==> images/port_trees.png <==
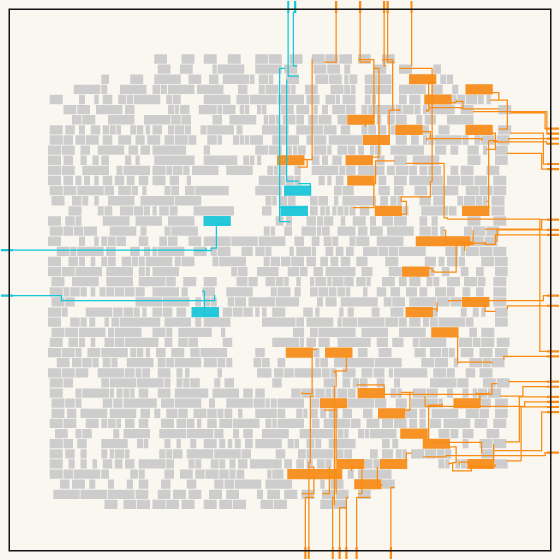
==> images/m3.png <==
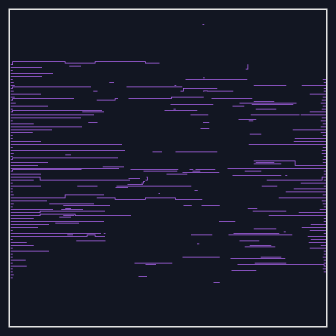
==> images/ff_map.png <==
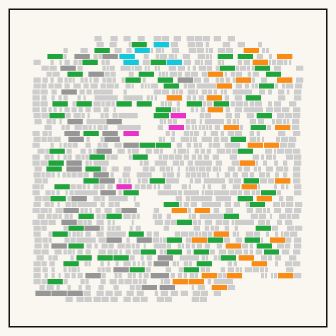
$ cat src/rtl/alu_pkg.sv
// alu_pkg: shared select codes, opcodes and the issued-operation record for the ALU issue stage
package alu_pkg;
  localparam logic [3:0] SEL_ADD    = 4'b0000;
  localparam logic [3:0] SEL_SUB    = 4'b1000;
  localparam logic [3:0] SEL_SLL    = 4'b0001;
  localparam logic [3:0] SEL_SLT    = 4'b0010;
  localparam logic [3:0] SEL_SLTU   = 4'b0011;
  localparam logic [3:0] SEL_XOR    = 4'b0100;
  localparam logic [3:0] SEL_SRL    = 4'b0101;
  localparam logic [3:0] SEL_SRA    = 4'b1101;
  localparam logic [3:0] SEL_OR     = 4'b0110;
  localparam logic [3:0] SEL_AND    = 4'b0111;
  localparam logic [3:0] SEL_PASS_Y = 4'b1111;
  localparam logic [6:0] OPC_OP     = 7'b0110011;
  localparam logic [6:0] OPC_OPIMM  = 7'b0010011;
  localparam logic [6:0] OPC_LUI    = 7'b0110111;
  localparam logic [6:0] OPC_AUIPC  = 7'b0010111;
  localparam logic [6:0] OPC_LOAD   = 7'b0000011;
  localparam logic [6:0] OPC_STORE  = 7'b0100011;
  localparam logic [6:0] OPC_BRANCH = 7'b1100011;
  localparam logic [6:0] F7_ALT     = 7'b0100000;
  typedef struct packed {
    logic [31:0] x;
    logic [31:0] y;
    logic [3:0]  select;
    logic [4:0]  rd;
    logic        wb;
    logic        illegal;
  } alu_issue_t;
endpackage

$ cat src/rtl/alu_decode.sv
// alu_decode: combinational RV32I decode into ALU select code and X/Y operands
module alu_decode
  import alu_pkg::*;
(
  input  logic [31:0] instr_i,
  input  logic [31:0] pc_i,
  input  logic [31:0] rs1_i,
  input  logic [31:0] rs2_i,
  output alu_issue_t  issue_o
);
  logic [6:0]  opc, f7;
  logic [2:0]  f3;
  logic [4:0]  rd;
  logic [31:0] imm_i, imm_s, imm_u, x, y;
  logic [3:0]  sel;
  logic        shift, ok, wb;
  assign opc   = instr_i[6:0];
  assign f3    = instr_i[14:12];
  assign f7    = instr_i[31:25];
  assign rd    = instr_i[11:7];
  assign imm_i = {{20{instr_i[31]}}, instr_i[31:20]};
  assign imm_s = {{20{instr_i[31]}}, instr_i[31:25], instr_i[11:7]};
  assign imm_u = {instr_i[31:12], 12'b0};
  assign shift = f3 == 3'b001 || f3 == 3'b101;
  always_comb begin
    ok  = 1'b1;
    wb  = 1'b1;
    x   = rs1_i;
    y   = imm_i;
    sel = SEL_ADD;
    case (opc)
      OPC_OP: begin
        ok  = f7 == 7'b0 || (f7 == F7_ALT && (f3 == 3'b000 || f3 == 3'b101));
        sel = {f7[5], f3};
        y   = shift ? {27'b0, rs2_i[4:0]} : rs2_i;
      end
      OPC_OPIMM: begin
        ok  = !shift || f7 == 7'b0 || (f7 == F7_ALT && f3 == 3'b101);
        sel = (f3 == 3'b101 && f7 == F7_ALT) ? SEL_SRA : {1'b0, f3};
        y   = shift ? {27'b0, instr_i[24:20]} : imm_i;
      end
      OPC_LUI: begin
        x   = '0;
        y   = imm_u;
        sel = SEL_PASS_Y;
      end
      OPC_AUIPC: begin
        x = pc_i;
        y = imm_u;
      end
      OPC_LOAD:  wb = 1'b0;
      OPC_STORE: begin
        y  = imm_s;
        wb = 1'b0;
      end
      OPC_BRANCH: begin
        ok  = f3[2:1] != 2'b01;
        sel = f3[2] ? (f3[1] ? SEL_SLTU : SEL_SLT) : SEL_SUB;
        y   = rs2_i;
        wb  = 1'b0;
      end
      default: ok = 1'b0;
    endcase
  end
  // Illegal words still travel down the pipe, but as a harmless zero ADD
  assign issue_o.x       = ok ? x : '0;
  assign issue_o.y       = ok ? y : '0;
  assign issue_o.select  = ok ? sel : SEL_ADD;
  assign issue_o.rd      = rd;
  assign issue_o.wb      = ok && wb && rd != 5'd0;
  assign issue_o.illegal = !ok;
endmodule

$ cat src/rtl/alu_issue_stage.sv
// alu_issue_stage: registered ALU issue stage with a 2-entry skid buffer and flopped in_ready
module alu_issue_stage
  import alu_pkg::*;
#(
  parameter int XLEN = 32
) (
  input  logic            clk,
  input  logic            rst,
  input  logic            in_valid,
  output logic            in_ready,
  input  logic [31:0]     in_instr,
  input  logic [XLEN-1:0] in_pc,
  input  logic [XLEN-1:0] in_rs1,
  input  logic [XLEN-1:0] in_rs2,
  output logic            out_valid,
  input  logic            out_ready,
  output logic [XLEN-1:0] out_x,
  output logic [XLEN-1:0] out_y,
  output logic [3:0]      out_select,
  output logic [4:0]      out_rd,
  output logic            out_wb,
  output logic            out_illegal
);
  alu_issue_t dec, main_q, main_d, skid_q, skid_d;
  logic main_v_q, main_v_d, skid_v_q, skid_v_d, rdy_q, acc, xfer;
  alu_decode u_decode (
    .instr_i(in_instr),
    .pc_i   (in_pc),
    .rs1_i  (in_rs1),
    .rs2_i  (in_rs2),
    .issue_o(dec)
  );
  assign acc  = in_valid && rdy_q;
  assign xfer = main_v_q && out_ready;
  // A full skid implies in_ready is low, so no accept can coincide with it
  always_comb begin
    main_d   = main_q;
    main_v_d = main_v_q;
    skid_d   = skid_q;
    skid_v_d = skid_v_q;
    if (skid_v_q) begin
      if (xfer) begin
        main_d   = skid_q;
        skid_v_d = 1'b0;
      end
    end else if (!main_v_q || xfer) begin
      main_v_d = acc;
      main_d   = acc ? dec : main_q;
    end else if (acc) begin
      skid_d   = dec;
      skid_v_d = 1'b1;
    end
  end
  always_ff @(posedge clk) begin
    if (rst) begin
      main_q   <= '0;
      skid_q   <= '0;
      main_v_q <= 1'b0;
      skid_v_q <= 1'b0;
      rdy_q    <= 1'b1;
    end else begin
      main_q   <= main_d;
      skid_q   <= skid_d;
      main_v_q <= main_v_d;
      skid_v_q <= skid_v_d;
      rdy_q    <= !skid_v_d;
    end
  end
  assign in_ready    = rdy_q;
  assign out_valid   = main_v_q;
  assign out_x       = main_q.x;
  assign out_y       = main_q.y;
  assign out_select  = main_q.select;
  assign out_rd      = main_q.rd;
  assign out_wb      = main_q.wb;
  assign out_illegal = main_q.illegal;
endmodule

$ cat config.mk
export PLATFORM = sky130hd
export DESIGN_NAME = alu_issue_stage
export DESIGN_NICKNAME = d
export VERILOG_FILES = /design/src/rtl/alu_pkg.sv /design/src/rtl/alu_decode.sv /design/src/rtl/alu_issue_stage.sv
export SDC_FILE = /design/constraint.sdc
export NUM_CORES = 1
export LEC_CHECK = 0
export ABC_CLOCK_PERIOD_IN_PS = 3300
export CAP_MARGIN = 20
export CORE_MARGIN = 10
export CORE_UTILIZATION = 48
export CTS_CLUSTER_DIAMETER = 200
export DETAILED_ROUTE_END_ITERATION = 12
export GPL_ROUTABILITY_DRIVEN = 0
export PLACE_DENSITY = 0.79
export SLEW_MARGIN = 20
export SYNTH_ARGS = -nofsm -noshare
export SYNTH_HDL_FRONTEND = slang
export SYNTH_SLANG_ARGS = --single-unit
$ cat constraint.sdc
create_clock -name clk -period 3.3 [get_ports clk]
set_input_delay 0.66 -clock clk [delete_from_list [all_inputs] [get_ports clk]]
set_output_delay 0.66 -clock clk [all_outputs]
set_load 0.005 [all_outputs]
==> results.yml <==
# physical design summary
status:
  status: "completed"
sta:
  fmax_mhz: 360
  layout_min_cycle_time_ns: 2.78
  rsz0062_at_grt: "false"
floorplan:
  fp_util_pct: 49.2
pwr:
  pg_seq_mw: 1.94
  power_density_nw_per_um2: 455
  comb_power_share_pct: 16.3
  power.group.top: "clock"
cts:
  cts_hold_buf: 0
  cts_resized: 0
  htreeDepth: 4
cells_and_area:
  regMostFlops: "skid_q"
  layout.nets: 1205
  diodes: 0
global_routing:
  grt_max_degree: 88
  met1_usage_pct: 30.7
placed_design:
  place_area_um2: 9890
drt:
  first_iter_violations: 517
worst_setup_path:
  critical_path_buf_inv_count: 1
  critPathCaptureType: "flop"
yosys:
  yosysWarnings: 0
  top_cells_by_area: "dfxtp_1 41%, nor3b_1 6.5%, a21oi_1 5.3%, nand2_1 4.7%, clkbuf_1 4.0%"
About port_trees.png:
legend:
  cyan:
    port: `out_select`
    bits: 4
    direction: output
    edge: 2 west, 2 north
    end_cells: 4
    buffers: 4
    wire: 263 µm
  orange:
    port: `out_y`
    bits: 32
    direction: output
    edge: 20 east, 7 south, 5 north
    end_cells: 32
    buffers: 32
    wire: 1,320 µm
I/O pin cnt: 209
count of input and output buffers: 208

About m3.png:
share of all routed wire: 10%
main direction: horizontal
GR Util met3: 8.48%
WL final: 26,100 µm
Via Count: 7,739

About ff_map.png:
legend:
  magenta:
    name_in_the_netlist: `out_select`
    placed_flops: 4
  green:
    name_in_the_netlist: `skid_q`
    placed_flops: 75
  orange:
    name_in_the_netlist: `out_y`
    placed_flops: 32
  cyan:
    name_in_the_netlist: `out_rd`
    placed_flops: 5
    where: north
final core occ: 68.9%
Seq area share: 29.2%

==> layout make-up <==
cell class / count / area, µm²
Fill cell: 1289 / 4750
Multi-Input combinational cell: 648 / 4110
Sequential cell: 153 / 3070
Timing Repair Buffer: 248 / 2430
Clock buffer: 22 / 454
Tap cell: 211 / 264
Clock inverter: 10 / 168
Inverter: 5 / 18.8
==> layout by cell type, fill, tap and decap left out, types with 16 or more instances in the layout <==
master	netlist	final
a211oi_1	37	37
a21oi_1	79	78
a221o_1	18	18
a22o_1	21	21
a31o_1	19	19
and3_1	16	16
buf_4	0	35
clkbuf_16	0	17
clkdlybuf4s50_1	0	206
dfxtp_1	153	152
nand2_1	94	94
nand2b_1	24	24
nand3_1	21	20
nor3b_1	65	65
nor4_1	34	34
o21ai_0	57	57
o21ai_1	35	35
o22ai_1	16	16
or3_1	21	21
==> final timing paths <==
| check | from | endpoint | slack, ns | cells past startpoint |
|---|---|---|---|---|
| worst max-delay path | in_instr[2] | out_y[2]$_SDFFE_PP0P_ | 0.52 | 6 |
| worst min-delay path | skid_q[11]$_SDFFE_PP0P_ | skid_q[11]$_SDFFE_PP0P_ | 0.44 | 2 |
| worst max register to register | skid_v_q$_SDFF_PP0_ | skid_q[40]$_SDFFE_PP0P_ | 1.08 | 7 |
| worst min register to register | skid_q[11]$_SDFFE_PP0P_ | skid_q[11]$_SDFFE_PP0P_ | 0.44 | 2 |
==> worst register-to-register path: stages (launching register included) <==
cell and delay [ns]:
dfxtp_4 0.44, nand3b_1 0.17, buf_4 0.16, nor2b_1 0.10, nor2_4 0.69, buf_4 0.40
nand2_1 0.10, o31ai_1 0.07
==> logic make-up after synthesis <==
logic type	share of synthesized area, %
and+or+nand+nor	23.7
buffers and inverters	5.06
DFF	40.8
xor gates and xnor gates	0.117
muxes	1.90
AOI/OAI and AO/OA	28.5
Power is estimated from default activity; no workload was simulated.
